### src/rtl/id_ex_pipe.sv
// ID/EX pipeline register: captures decoded operands and control, inserts
// bubbles on flush or load-use hazard, and keeps saturating event counters.
module id_ex_pipe #(
    parameter int N     = 32,
    parameter int CNT_W = 16
) (
    input  logic             clk,
    input  logic             reset,
    input  logic             valid_i,
    input  logic [N-1:0]     pc_4,
    input  logic [N-1:0]     pc,
    input  logic [N-1:0]     read_data_1,
    input  logic [N-1:0]     read_data_2,
    input  logic [N-1:0]     imm,
    input  logic [N-1:0]     instruction,
    input  logic             auipc,
    input  logic             reg_write,
    input  logic             branch,
    input  logic             jal,
    input  logic             jalr,
    input  logic             mem_read,
    input  logic             mem_write,
    input  logic             mem_to_reg,
    input  logic             alu_src,
    input  logic [2:0]       alu_op,
    input  logic             hold_i,
    input  logic             flush_i,
    output logic [N-1:0]     pc_4_o,
    output logic [N-1:0]     pc_o,
    output logic [N-1:0]     read_data_1_o,
    output logic [N-1:0]     read_data_2_o,
    output logic [N-1:0]     imm_o,
    output logic [N-1:0]     instruction_o,
    output logic             auipc_o,
    output logic             reg_write_o,
    output logic             branch_o,
    output logic             jal_o,
    output logic             jalr_o,
    output logic             mem_read_o,
    output logic             mem_write_o,
    output logic             mem_to_reg_o,
    output logic             alu_src_o,
    output logic [2:0]       alu_op_o,
    output logic             valid_o,
    output logic             funct_7,
    output logic [2:0]       funct_3,
    output logic [4:0]       write_register,
    output logic [4:0]       rs1_o,
    output logic [4:0]       rs2_o,
    output logic             load_use_stall_o,
    output logic [CNT_W-1:0] bubble_count_o,
    output logic [CNT_W-1:0] flush_count_o
);

    localparam logic [N-1:0] NOP_INSTR = N'(32'h0000_0013);

    typedef struct packed {
        logic         valid;
        logic [N-1:0] pc_4;
        logic [N-1:0] pc;
        logic [N-1:0] read_data_1;
        logic [N-1:0] read_data_2;
        logic [N-1:0] imm;
        logic [N-1:0] instruction;
        logic         auipc;
        logic         reg_write;
        logic         branch;
        logic         jal;
        logic         jalr;
        logic         mem_read;
        logic         mem_write;
        logic         mem_to_reg;
        logic         alu_src;
        logic [2:0]   alu_op;
        logic         funct_7;
        logic [2:0]   funct_3;
        logic [4:0]   rd;
        logic [4:0]   rs1;
        logic [4:0]   rs2;
    } stage_t;

    stage_t stage_q;
    stage_t capture_d;
    stage_t bubble_d;
    logic   hazard;
    logic   load_bubble;

    always_comb begin
        // NOTE: every field gets a default before conditional overrides so no latch is inferred.
        capture_d             = '0;
        capture_d.valid       = valid_i;
        capture_d.pc_4        = pc_4;
        capture_d.pc          = pc;
        capture_d.read_data_1 = read_data_1;
        capture_d.read_data_2 = read_data_2;
        capture_d.imm         = imm;
        capture_d.instruction = instruction;
        if (valid_i) begin
            capture_d.auipc      = auipc;
            capture_d.reg_write  = reg_write;
            capture_d.branch     = branch;
            capture_d.jal        = jal;
            capture_d.jalr       = jalr;
            capture_d.mem_read   = mem_read;
            capture_d.mem_write  = mem_write;
            capture_d.mem_to_reg = mem_to_reg;
            capture_d.alu_src    = alu_src;
            capture_d.alu_op     = alu_op;
        end
        capture_d.funct_7 = instruction[30];
        capture_d.funct_3 = instruction[14:12];
        capture_d.rd      = instruction[11:7];
        capture_d.rs1     = instruction[19:15];
        capture_d.rs2     = instruction[24:20];

        bubble_d             = '0;
        bubble_d.instruction = NOP_INSTR;
    end

    // Conservative: both source fields are compared whatever the opcode.
    assign hazard = stage_q.valid & stage_q.mem_read & (stage_q.rd != 5'd0) & valid_i &
                    ((stage_q.rd == instruction[19:15]) | (stage_q.rd == instruction[24:20]));

    assign load_use_stall_o = hazard & ~flush_i & ~hold_i;
    assign load_bubble      = reset | flush_i | (hazard & ~hold_i);

    always_ff @(posedge clk) begin
        // NOTE: state registers use non-blocking assignment so every flop samples pre-edge values.
        if (load_bubble) begin
            stage_q <= bubble_d;
        end else if (!hold_i) begin
            stage_q <= capture_d;
        end
    end

    always_ff @(posedge clk) begin
        if (reset) begin
            bubble_count_o <= '0;
            flush_count_o  <= '0;
        end else if (flush_i) begin
            if (flush_count_o != '1) flush_count_o <= flush_count_o + CNT_W'(1);
        end else if (!hold_i && hazard) begin
            if (bubble_count_o != '1) bubble_count_o <= bubble_count_o + CNT_W'(1);
        end
    end

    assign valid_o        = stage_q.valid;
    assign pc_4_o         = stage_q.pc_4;
    assign pc_o           = stage_q.pc;
    assign read_data_1_o  = stage_q.read_data_1;
    assign read_data_2_o  = stage_q.read_data_2;
    assign imm_o          = stage_q.imm;
    assign instruction_o  = stage_q.instruction;
    assign auipc_o        = stage_q.auipc;
    assign reg_write_o    = stage_q.reg_write;
    assign branch_o       = stage_q.branch;
    assign jal_o          = stage_q.jal;
    assign jalr_o         = stage_q.jalr;
    assign mem_read_o     = stage_q.mem_read;
    assign mem_write_o    = stage_q.mem_write;
    assign mem_to_reg_o   = stage_q.mem_to_reg;
    assign alu_src_o      = stage_q.alu_src;
    assign alu_op_o       = stage_q.alu_op;
    assign funct_7        = stage_q.funct_7;
    assign funct_3        = stage_q.funct_3;
    assign write_register = stage_q.rd;
    assign rs1_o          = stage_q.rs1;
    assign rs2_o          = stage_q.rs2;

endmodule

### config.mk
export PLATFORM = sky130hd
export DESIGN_NAME = id_ex_pipe
export DESIGN_NICKNAME = d
export VERILOG_FILES = /design/src/rtl/id_ex_pipe.sv
export SDC_FILE = /design/constraint.sdc
export NUM_CORES = 1
export LEC_CHECK = 0
export CAP_MARGIN = 25
export CORE_AREA = 2 2 182 184
export CTS_CLUSTER_DIAMETER = 150
export DETAILED_ROUTE_END_ITERATION = 8
export DIE_AREA = 0 0 184 186
export MAX_ROUTING_LAYER = met4
export PLACE_DENSITY = 0.6
export SETUP_SLACK_MARGIN = 0.15
export SLEW_MARGIN = 20
export SYNTH_ARGS = -nofsm -noshare
export SYNTH_HDL_FRONTEND = slang
export SYNTH_SLANG_ARGS = --single-unit
### constraint.sdc
create_clock -name clk -period 1.6 [get_ports clk]
set_input_delay 0.32 -clock clk [delete_from_list [all_inputs] [get_ports clk]]
set_output_delay 0.32 -clock clk [all_outputs]
set_load 0.005 [all_outputs]
==> impl_metrics.yaml, run 1 <==
# synthesis and place-and-route metrics
outcome:
  status: "complete, but fails checks"
  violations: "setup timing"
power:
  power.share.clock_pct: 42.2
  p_int_mw: 11.0
  p_per_area_mw_per_mm2: 774
  switchingPower_mw: 3.41
setup_path:
  critical_path_class: "reg -> reg"
  r2r-start: "instruction_o[8]$_SDFFE_PP0N_"
  critical-path-slowest-cell: "dfxtp_4"
  cp_max_fo: 6
  critPathMostFrequentCell: "buf_12"
  crit_family: "buffers and inverters"
synth:
  ys_cells: 900
  ys_chip_area_mm2: 0.00909
  synth_top_cell_by_area: "dfxtp_1"
  synthDistinctLibCells: 48
  yosys-top-cells-area: "dfxtp_1 (52%), mux2i_1 (21%), nor2_1 (9.5%)"
  synth-main-ff-cell: "dfxtp_1"
  synth_area_mm2: 0.00909
  yosys_warnings: 0
timing:
  finalCriticalPeriod_ns: 1.99
  finalWorstSetupSlack_ns: -0.386
  setup_viol: 224
run:
  warning_count: 29
  cap_violations: 0
die:
  fp.coreArea_mm2: 0.0322
  io_pins: 466
  dieArea_mm2: 0.0342
  rows: 66
  fp_util_pct: 28.2
layout:
  antennaDiodeCount: 0
  post-route-util_pct: 58.0
  drive_above_1_share_pct: 34.5
  fill_cells: 2689
route:
  dr.first_iter.drc_count: 216
  wl_met2_um: 17400
  viasPerCell: 4.52
  routed_wl_um: 34000
  ant_nets: 0
clock_network:
  cts-htree-levels: 1
placed_design:
  io_buffer_count: 465
global_routing:
  grt_pass1_wl_um: 47700
  antenna_found_initial: 0
-- run 1: synth_stat cells (all sizes together) (4+ instances only) --
library cell  instances
clkbuf               33
a211o                 4
dfxtp               237
o21ai                 4
nor3                 15
mux2                  7
mux2i               192
a21oi                12
a22oi                13
nor2b                11
xnor2                 9
nand4                11
or4                   6
and4                  4
nor4                  6
buf                  42
nand3                 5
nor2                230
nand2                12
o31ai                 6
xor2                 11
or3                   4
-- run 1: per-stage QoR --
step | cells | setup TNS [ns] | setup slack [ns] | hold slack (ns) | instance area (um^2)
floorplan | 900 | -0.650 | -0.0436 | 0.463 | 9460
global placement | 1786 | -143.62 | -0.825 | 0.448 | 14900
detailed placement | 1786 | -150.03 | -0.810 | 0.457 | 14900
CTS | 1908 | -104.94 | -0.455 | 0.347 | 17200
global route | 1933 | -91.24 | -0.493 | 0.344 | 18700
finish | 1933 | -67.21 | -0.386 | 0.318 | 18700
-- run 1: kinds of logic after synthesis --
group	Yosys count	share of synthesized area [%]
AND/OR/NAND/NOR	315	15.3
flip-flops	237	52.2
multiplexers	199	22.0
buffers and inverters	79	4.53
AND-OR/OR-AND	48	3.74
XOR/XNOR	20	1.93
adder cells (fa/ha/maj)	2	0.275
-- run 1: worst register-to-register path: stages (launching register included) --
cell     delay (ns)
dfxtp_4        0.37
xor2_2         0.15
nor3_2         0.20
a22oi_2        0.13
buf_6          0.14
o21ai_4        0.17
buf_12         0.13
buf_12         0.09
buf_12         0.11
buf_12         0.12
buf_12         0.10
buf_16         0.12
nor2_1         0.04
-- run 1: worst paths after layout --
path	to	slack, ns	depth (start not counted)
max	instruction_o[24]$_SDFFE_PP0N_	-0.39	12
min	flush_count_o[2]$_SDFFE_PP0P_	0.32	4
max reg2reg	instruction_o[24]$_SDFFE_PP0N_	-0.39	12
min reg2reg	instruction_o[1]$_SDFFE_PP1N_	0.46	1
-- run 1: final cells by class --
| cell class | instances | area, um^2 | area share, % |
|---|---|---|---|
| inverters | 3 | 11.3 | 0.0603 |
| clock buffers | 41 | 801 | 4.29 |
| flip-flops and latches | 237 | 4850 | 26.0 |
| repair buffers | 650 | 7590 | 40.7 |
| multi-input cells | 585 | 4820 | 25.8 |
| clock inverters | 9 | 77.6 | 0.415 |
| well taps | 408 | 510 | 2.73 |
-- run 1: metal layers --
layer / vias up / track usage [%]
li1: 4281 / -
met3: 51 / 4.54
met2: 298 / 33.0
met5: - / -
met1: 4113 / 20.6
met4: 0 / 4.29
-- run 1: timing repair --
action,in CTS,in global routing
buffers inserted,56,21
endpoints found under the setup margin,492,484
pin swaps,41,47
gates cloned,16,4
gates resized,343,435
hold endpoints to repair,0,0
-- run 1: flip-flops by register name (all words and copies together), names as in the netlist, 3 cells and up --
signal / cells
imm_o: 32
instruction_o: 32
pc_4_o: 32
pc_o: 32
read_data_1_o: 32
read_data_2_o: 32
bubble_count_o: 16
flush_count_o: 16
alu_op_o: 3
-- run 1: power by group through the flow --
stage	Combinational, mW	Sequential [mW]	Clock [mW]
6_report	2.20	6.15	6.11
5_1_grt	2.35	6.17	6.57
4_1_cts	2.07	6.16	6.30
3_5_place_dp	1.74	6.30	0
3_3_place_gp	1.73	6.29	0
2_1_floorplan	0.661	6.30	0
### Cell classes on the final placement, run 1

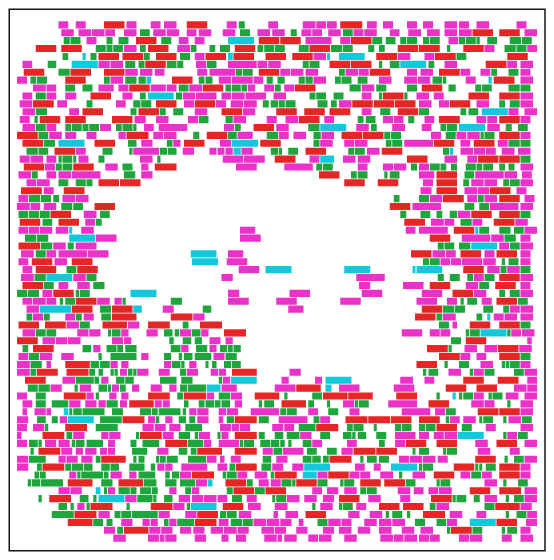
Key: clock drivers and dummy loads = cyan [cells 50, share of their area 4.8%]; combinational and other logic = green [cells 588, share of their area 27%]; remaining buffers and delay cells = magenta [cells 650, share of their area 42%]; sequential cells = red [cells 237, share of their area 27%]

### Routing congestion, run 1

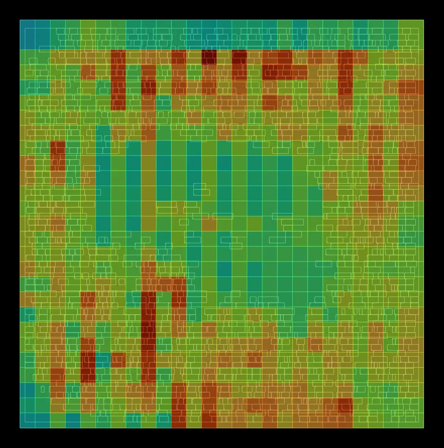
met3 GRT Util: 4.54%
met2 usage: 33.0%
WL per Instance: 17.6 um
GRT busiest layer: met2
total global-route track usage: 18.4%

### Signal wires by layer, run 1

Bar = 50 um.
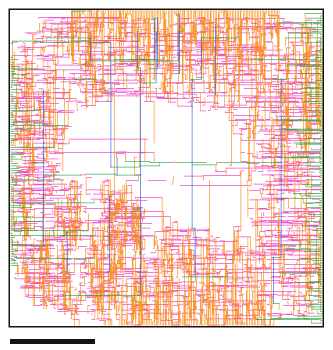
Key: metal 2 = orange [wire length 17,400 um]; metal 1 = magenta [wire length 13,400 um]; metal 4 = blue [wire length 861 um]; metal 3 = green [wire length 2,290 um]

### Pin placement, run 1

Pins as bars across the die edge, other pins in grey.
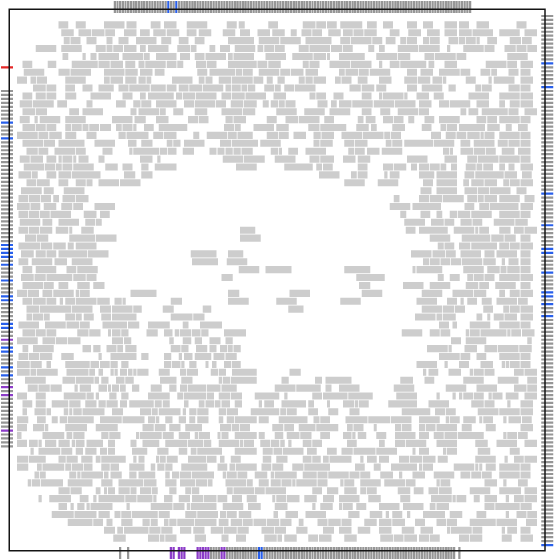
Key: `pc_4_o` = blue [pins 32, direction output, edge 16 left, 12 right, 2 bottom, 2 top]; `clk` = red [pins 1, direction input, edge left]; `bubble_count_o` = purple [pins 16, direction output, edge 12 bottom, 4 left]
All pins by edge: 135 right, 134 top, 105 bottom, 92 left.

==> run 2, diff against run 1 <==
- CORE_AREA: 2 2 182 184 -> 8 8 173 175
- DIE_AREA: 0 0 184 186 -> 0 0 181 183
- PLACE_DENSITY: 0.6 -> 0.69
### Signal wires by layer, run 2

Bar = 50 um.
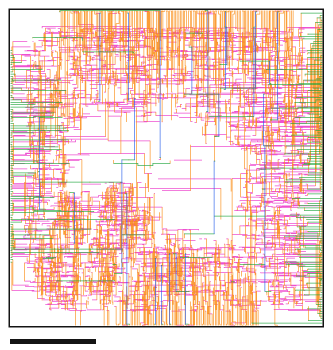
Key: metal 2 = orange [wire length 17,900 um]; metal 4 = blue [wire length 1,130 um]; metal 1 = magenta [wire length 13,500 um]; metal 3 = green [wire length 2,660 um]

### Signal metal coverage by tile, run 2

Bar = 50 um. 36 x 37 tiles, from dark blue (low) to red (high), scaled to the fullest tile. Values are wire area over tile area, all layers added.
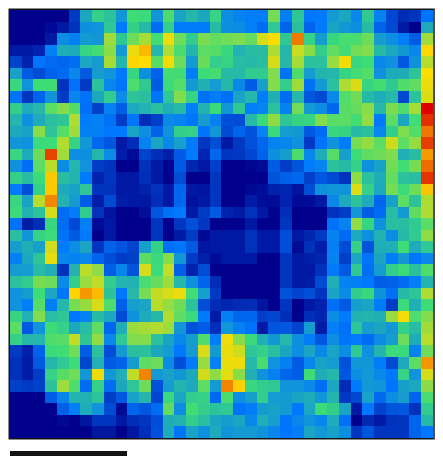
The densest ninth of the die: upper right. 18% of the tiles are over half the peak. The mean over all tiles is 0.17. 7.3% of the tiles are nearly empty. The emptiest ninth of the die: centre. The fullest tile reaches 0.54.

### Cell classes on the final placement, run 2

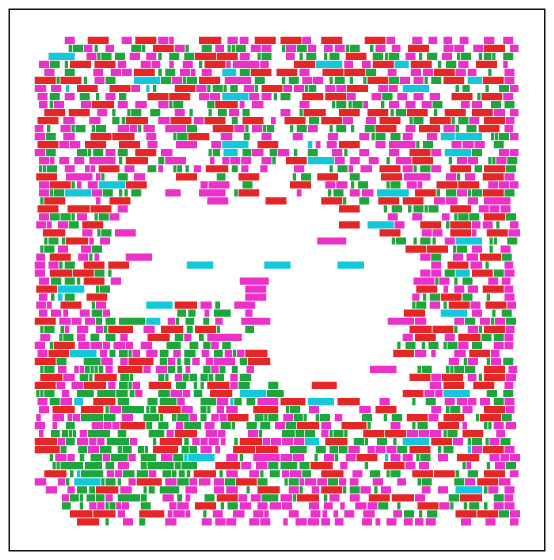
Key: clock drivers and dummy loads = cyan [cells 46, share of their area 5.3%]; combinational and other logic = green [cells 587, share of their area 27%]; remaining buffers and delay cells = magenta [cells 613, share of their area 38%]; sequential cells = red [cells 237, share of their area 30%]

==> run 2 against run 1 <==
Net effect:
- the flow still finishes with violations (setup timing)
- power decreased by 3.4%
- sequential power about the same
- via count decreased by 2.5%
- non-clock buffer count decreased by 37
- critical path type unchanged
- highest routed layer unchanged
==> impl_metrics.yaml, run 2 <==
# synthesis and place-and-route metrics
layout:
  mostFrequentLayoutCell: "nor2_1"
  drive_above_1_share_pct: 28.6
  post-route-util_pct: 60.6
timing:
  slew_headroom_pct: 30.6
  worst-slew-pin-transition_ns: 1.04
  fin_tns_setup_ns: -73.57
  setup_viol: 222
  finalWorstSetupSlack_ns: -0.396
die:
  io_pins: 466
  fp_util_pct: 33.3
  fp.coreArea_mm2: 0.0273
  rows: 61
  dieArea_mm2: 0.0331
synth:
  synthDistinctLibCells: 48
  synth_top_cell_by_count: "dfxtp_1"
  ys_chip_area_mm2: 0.00909
  synth_area_mm2: 0.00909
  yosys_warnings: 0
  synth-main-ff-cell: "dfxtp_1"
  yosys-top-cells-area: "dfxtp_1 (52%), mux2i_1 (21%), nor2_1 (9.5%)"
  yosys-top-cells-count: "dfxtp_1 (237), nor2_1 (230), mux2i_1 (192)"
  synth_top_cell_by_area: "dfxtp_1"
global_routing:
  antenna_found_initial: 3
  grt_pass1_wl_um: 50300
  track_usage_pct: 19.7
route:
  routed_wl_um: 35200
  ant_nets: 0
  viasPerCell: 4.65
setup_path:
  critical_path_class: "reg -> reg"
  cp_max_fo: 11
  reg2reg_slack_ns: -0.40
  reg2reg_to: "pc_4_o[23]$_SDFFE_PP0N_"
  reg2regPathDepth: 10
  r2r-start: "instruction_o[8]$_SDFFE_PP0N_"
outcome:
  status: "complete, but fails checks"
  violations: "setup timing"
hold_path:
  hold_path.startpoint: "pc[23]"
  min_to: "pc_o[23]$_SDFFE_PP0N_"
  min_path_cells: 3
power:
  p_per_area_mw_per_mm2: 843
run:
  warning_count: 31
  cap_violations: 0
placed_design:
  io_buffer_count: 465
  place_congestion: 0.832
clock_network:
  cts-htree-levels: 1
## run 2: cell types whose count changed in the layout (fill, tap and decap cells not counted), moves of 37 or more
cell             before  now
buf_6                98   61
nor2_1               89  228
dlygate4sd2_1         0   71
clkdlybuf4s15_1       0   80
nor2_2              108    1
dlymetal6s2s_1      212    0
## run 2: worst max path at each step
stage / to / slack [ns] / cells past startpoint
5_1_grt: pc_4_o[25]$_SDFFE_PP0N_ / -0.51 / 11
3_5_place_dp: bubble_count_o[2]$_SDFFE_PP0P_ / -0.76 / 6
4_1_cts: load_use_stall_o / -0.39 / 5
2_1_floorplan: bubble_count_o[4]$_SDFFE_PP0P_ / -0.04 / 6
6_report: pc_4_o[23]$_SDFFE_PP0N_ / -0.40 / 10
3_3_place_gp: bubble_count_o[4]$_SDFFE_PP0P_ / -0.75 / 6
## run 2: cell type report
cell class | count | area, um^2 | share of cell area [%]
timing repair buffer | 613 | 6070 | 36.7
sequential | 237 | 4860 | 29.3
clock inverter | 4 | 48.8 | 0.295
antenna | 3 | 7.51 | 0.0453
tap | 346 | 433 | 2.61
inverter | 3 | 11.3 | 0.0680
multi-input combinational | 584 | 4320 | 26.1
clock buffer | 42 | 812 | 4.90
## run 2: per-layer routing
layer  up-vias  wire, um  GRT usage, %
met5         -         0             -
met4         0      1130          6.43
met3        59      2660          6.11
met2       303     17900          34.7
met1      3970     13500          20.9
li1       4190         -             -
## run 2: critical path, stage by stage, from the launching register on
cell       delay, ns
dfxtp_4         0.37
xor2_2          0.15
nor3_2          0.21
a22oi_2         0.12
buf_4           0.17
buf_12          0.13
o21ai_4         0.15
buf_12          0.16
buf_16          0.18
clkbuf_16       0.18
nor2_1          0.04
## run 2: kinds of logic after synthesis
kind of cell | after synthesis | synth area share, %
mux | 199 | 22.0
compound gates | 48 | 3.74
simple gates | 315 | 15.3
fa+ha+maj | 2 | 0.275
buf+inv | 79 | 4.53
flops | 237 | 52.2
xor+xnor | 20 | 1.93
## run 2: through the flow
step / area, um^2 / std cells / setup slack, ns
4_1_cts: 16000 / 1801 / -0.391
6_report: 16600 / 1832 / -0.396
3_3_place_gp: 14800 / 1725 / -0.748
3_5_place_dp: 14800 / 1725 / -0.756
5_1_grt: 16600 / 1832 / -0.506
2_1_floorplan: 9460 / 900 / -0.0436
## run 2: what timing repair did
item | CTS | global route
gates cloned | 1 | 13
resized | 668 | 96
endpoints found under the setup margin | 493 | 407
pin swaps | 18 | 19
buffers inserted | 29 | 15
## run 2: report_power, final
group	leakage, nW	internal, mW	switching, mW
combinational	5.12	1.16	0.684
sequential	1.96	6.07	0.100
clock	0.425	3.61	2.35
total	7.51	10.8	3.13
No activity file was given, so power comes from the tool's default toggle rates.
